File: src/rtl/core_pkg.sv
// Shared types and default widths for the bus arbiter slice.
package core_pkg;

    localparam int DEFAULT_ADDR_WIDTH = 32;
    localparam int DEFAULT_DATA_WIDTH = 32;

    typedef enum logic [1:0] {
        IDLE   = 2'd0,
        ACCESS = 2'd1,
        RESP   = 2'd2
    } state_t;

    typedef enum logic {
        OWN_I = 1'b0,
        OWN_D = 1'b1
    } owner_t;

endpackage

File: src/rtl/arb_pick.sv
// Two-requester contention picker. BUS_ARBITER_ROUND_ROBIN_EN selects round-robin,
// otherwise the data port wins on contention.
module arb_pick
    import core_pkg::*;
(
    input  logic   i_req,
    input  logic   d_req,
    input  owner_t last_grant,
    output owner_t owner
);

    // Resolve the owner for the current request pair.
    always_comb begin
        owner = OWN_I;
        if (i_req && d_req) begin
`ifdef BUS_ARBITER_ROUND_ROBIN_EN
            owner = (last_grant == OWN_I) ? OWN_D : OWN_I;
`else
            owner = OWN_D;
`endif
        end else if (d_req) begin
            owner = OWN_D;
        end else begin
            owner = OWN_I;
        end
    end

`ifndef BUS_ARBITER_ROUND_ROBIN_EN
    logic unused_last_grant;
    assign unused_last_grant = last_grant;
`endif

endmodule

File: src/rtl/bus_arbiter.sv
// Fetch/data arbiter onto a single-port memory, one transaction in flight.
// Define BUS_ARBITER_ROUND_ROBIN_EN for round-robin contention (default: data priority).
module bus_arbiter
    import core_pkg::*;
#(
    parameter int ADDR_WIDTH = DEFAULT_ADDR_WIDTH,
    parameter int DATA_WIDTH = DEFAULT_DATA_WIDTH
) (
    input  logic                  clk,
    input  logic                  rst_n,
    input  logic                  i_req,
    input  logic [ADDR_WIDTH-1:0] i_addr,
    output logic                  i_ack,
    output logic [DATA_WIDTH-1:0] i_rdata,
    input  logic                  d_req,
    input  logic                  d_we,
    input  logic [ADDR_WIDTH-1:0] d_addr,
    input  logic [DATA_WIDTH-1:0] d_wdata,
    output logic                  d_ack,
    output logic [DATA_WIDTH-1:0] d_rdata,
    output logic                  mem_en,
    output logic                  mem_we,
    output logic [ADDR_WIDTH-1:0] mem_addr,
    output logic [DATA_WIDTH-1:0] mem_wdata,
    input  logic [DATA_WIDTH-1:0] mem_rdata
);

    state_t state;
    state_t next_state;
    owner_t owner;
    owner_t last_grant;
    owner_t pick;
    logic   owner_we;
    logic   grant;
    logic   resp_done;

    arb_pick u_pick (
        .i_req      (i_req),
        .d_req      (d_req),
        .last_grant (last_grant),
        .owner      (pick)
    );

    assign resp_done = (state == RESP);

    // Next-state decode; a grant happens only when leaving IDLE.
    always_comb begin
        next_state = state;
        grant      = 1'b0;
        case (state)
            IDLE: begin
                if (i_req || d_req) begin
                    next_state = ACCESS;
                    grant      = 1'b1;
                end else begin
                    next_state = IDLE;
                end
            end
            ACCESS:  next_state = RESP;
            RESP:    next_state = IDLE;
            default: next_state = IDLE;
        endcase
    end

    // State register plus the owner and write flag latched at grant.
    always_ff @(posedge clk or negedge rst_n) begin
        if (!rst_n) begin
            state    <= IDLE;
            owner    <= OWN_I;
            owner_we <= 1'b0;
        end else begin
            state <= next_state;
            if (grant) begin
                owner    <= pick;
                owner_we <= (pick == OWN_D) ? d_we : 1'b0;
            end
        end
    end

`ifdef BUS_ARBITER_ROUND_ROBIN_EN
    // Remember who won the last grant for round-robin fairness.
    always_ff @(posedge clk or negedge rst_n) begin
        if (!rst_n) begin
            last_grant <= OWN_I;
        end else if (grant) begin
            last_grant <= pick;
        end
    end
`else
    assign last_grant = OWN_I;
`endif

    // Memory strobe is loaded on grant so it is high exactly during ACCESS.
    always_ff @(posedge clk or negedge rst_n) begin
        if (!rst_n) begin
            mem_en    <= 1'b0;
            mem_we    <= 1'b0;
            mem_addr  <= {ADDR_WIDTH{1'b0}};
            mem_wdata <= {DATA_WIDTH{1'b0}};
        end else if (grant) begin
            mem_en    <= 1'b1;
            mem_we    <= (pick == OWN_D) ? d_we : 1'b0;
            mem_addr  <= (pick == OWN_D) ? d_addr : i_addr;
            mem_wdata <= (pick == OWN_D) ? d_wdata : {DATA_WIDTH{1'b0}};
        end else begin
            mem_en    <= 1'b0;
            mem_we    <= 1'b0;
            mem_addr  <= {ADDR_WIDTH{1'b0}};
            mem_wdata <= {DATA_WIDTH{1'b0}};
        end
    end

    // Completion: ack pulse and read-data capture, both leaving RESP together.
    always_ff @(posedge clk or negedge rst_n) begin
        if (!rst_n) begin
            i_ack   <= 1'b0;
            d_ack   <= 1'b0;
            i_rdata <= {DATA_WIDTH{1'b0}};
            d_rdata <= {DATA_WIDTH{1'b0}};
        end else begin
            i_ack <= resp_done && (owner == OWN_I);
            d_ack <= resp_done && (owner == OWN_D);
            if (resp_done && (owner == OWN_I)) begin
                i_rdata <= mem_rdata;
            end
            if (resp_done && (owner == OWN_D) && !owner_we) begin
                d_rdata <= mem_rdata;
            end
        end
    end

endmodule

File: config.mk
export PLATFORM = sky130hd
export DESIGN_NAME = bus_arbiter
export DESIGN_NICKNAME = d
export VERILOG_FILES = /design/src/rtl/core_pkg.sv /design/src/rtl/arb_pick.sv /design/src/rtl/bus_arbiter.sv
export SDC_FILE = /design/constraint.sdc
export NUM_CORES = 1
export LEC_CHECK = 0
export CAP_MARGIN = 0
export CORE_MARGIN = 5
export CORE_UTILIZATION = 44
export CTS_BUF_LIST = sky130_fd_sc_hd__clkbuf_2 sky130_fd_sc_hd__clkbuf_4 sky130_fd_sc_hd__clkbuf_8
export DETAILED_ROUTE_END_ITERATION = 10
export GPL_TIMING_DRIVEN = 0
export PLACE_DENSITY = 0.88
export SLEW_MARGIN = 20
export SYNTH_ARGS = -nofsm -noshare
export SYNTH_HDL_FRONTEND = slang
export SYNTH_SLANG_ARGS = --single-unit
File: constraint.sdc
create_clock -name clk -period 4.4 [get_ports clk]
set_clock_uncertainty 0.1 [all_clocks]
set_input_delay 0.66 -clock clk [delete_from_list [all_inputs] [get_ports clk]]
set_output_delay 0.66 -clock clk [all_outputs]
set_load 0.005 [all_outputs]
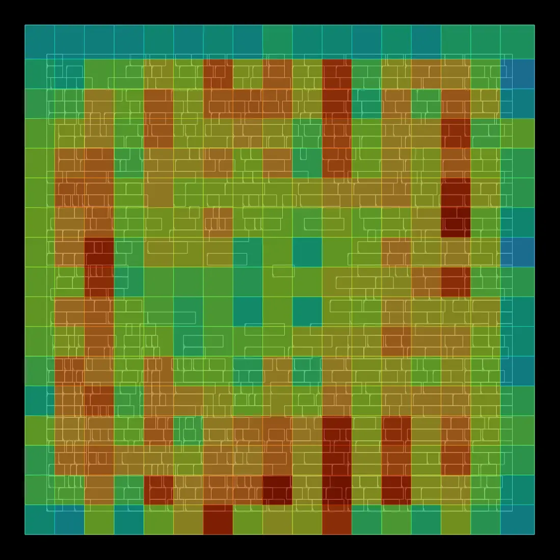
Fig. 1. Congestion heat map.
met1 capacity usage during global routing: 23.01%
Overall Global Routing Usage: 21.82%
GR Util met3: 8.835%
Routed wire per std cell: 19.36 um
post-layout utilization of the core: 73.48%

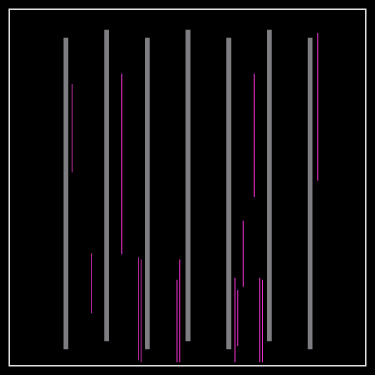
Fig. 2. M4 wires.
(3 px per um) Supply wires on this layer in gray.
The layer holds 2.9% of the routed length. The layer carries 451 um of wire. The longest straight run is 59.8 um. The wires run mostly vertical. 11 nets have wire on it.
vias after detailed routing: 4,040
Routed Wire Length: 15.50 mm

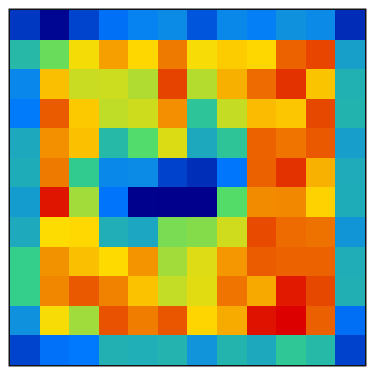
Fig. 3. Cell density map.
(3 px per um) The die is cut into 12 by 12 equal tiles; dark blue is low, red is high, 0 to 100% covered.
The mean over all tiles is 59%. 42% of the tiles are over 75% full. The densest ninth of the die: right middle.

==> results.txt <==
run metrics: switching power share of the total a little over a quarter, startpoint type of the worst setup path register, Syn Std Cell Area just over 0.005 sq mm, H-tree depth 4, CTS hold repair buffers 0, number of multi-input combinational cells around 200, most frequent standard cell in the layout excluding fill and tap cells clkdlybuf4s50_1, result of the run finished, final reports clean, clock tree root buffer cell clkbuf_8, data arrival time of the worst path between 1 and 1.5 ns, cts bufs inserted 17, number of failing hold endpoints at the final stage 0, Power Dens Cells ~600 mW/mm^2, I/O pins ~270, critical path type reg2out, final worst-path cycle share 49.18%, layout inverter count without the clock tree 1, Final Setup Violations 0, first-pass GRT wire length around 24 mm, critical-path cell with the highest stage delay clkdlybuf4s50_1, final net count between 700 and 800, family of cells with the greatest summed delay on the critical path buffers and inverters, starting DRC count in detailed routing between 200 and 250, mean cell area of the mapped netlist around 14 sq um, area of the die 0.01400 sq mm, share of the core filled by cells before placement about 45%, floorplan die width 118.3 um, highest-power group combinational cells, number of warnings the tools reported 26, signed area change from the synthesized netlist to the final layout 63.25%, terminus of the critical flop-to-flop path i_rdata[4], power in sequential cells ~1900 uW, XOR/XNOR Fraction of Synth Area 0%, net switching power 1361 uW, pre-CTS worst setup slack around 1.9 ns, Final WS setup approximately 2.2 ns, dpl cell area around 0.0080 sq mm, multi-input combinational area share about a fifth, count of non-filler cells in the finished layout 801, slowest cell delay on critical path roughly 0.55 ns, Comb power 2030 uW, bufs w/o clock 291, standard-cell rows 39, via count of the first global-routing pass roughly 4,400, Yosys Instances between 300 and 400, Flop Count around 140, number of unique standard cell types used by synthesis 21, iteration tally of the first detailed-router pass 4
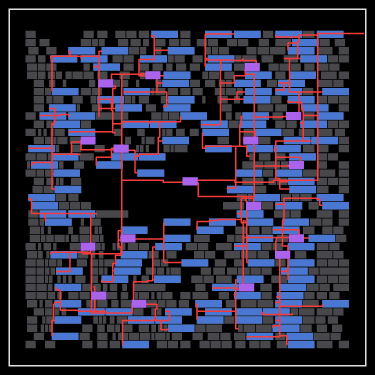
Fig. 4. Clock wires, drivers and flops.
(3 px per um)
cells driving clock nets: in purple, count 17. flip-flops: in blue, count 135. clock wires: in red, length 1,560 um.
Position of the flops: widely spread. There are 18 routed clock nets.
insertion delay to the later sink of the worst-skew pair: 0.43 ns
Clk power: 1070 uW
power share of the clock group: 21.2%

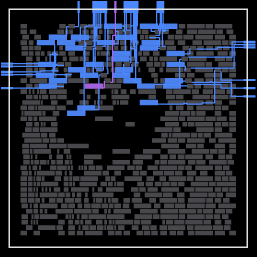
Fig. 5. I/O nets highlighted.
(2 px per um)
mem_wdata: in blue, direction output, end cells 32, buffers 32, wire 1,030 um. mem_we: in purple, direction output, end cells 1, buffers 1, wire 42.5 um.

## synthesized netlist by cell type, drive strengths merged
cell type,n,area share [%]
a22o,1,0.17
inv,1,0.073
and3,33,4.0
nor2b,2,0.24
a22oi,6,0.87
nand3b,26,3.8
o21bai,1,0.15
nand2,27,2.0
and2,1,0.17
a21oi,26,2.5
nor2,9,0.65
or2,1,0.12
dfrtp,135,65
and3b,1,0.17
nor3b,1,0.24
buf,7,1.8
clkbuf,20,1.5
mux2,64,16
## layer usage
layer	GRT usage, %	wire length (um)	vias to the layer above
met2	38.22	8021	208
met3	8.835	1459	37
met1	23.01	5572	1982
met4	9.677	450	0
met5	0	0	-
li1	-	-	1813
Power figures rest on the tool's default switching activity, not on a simulated workload.
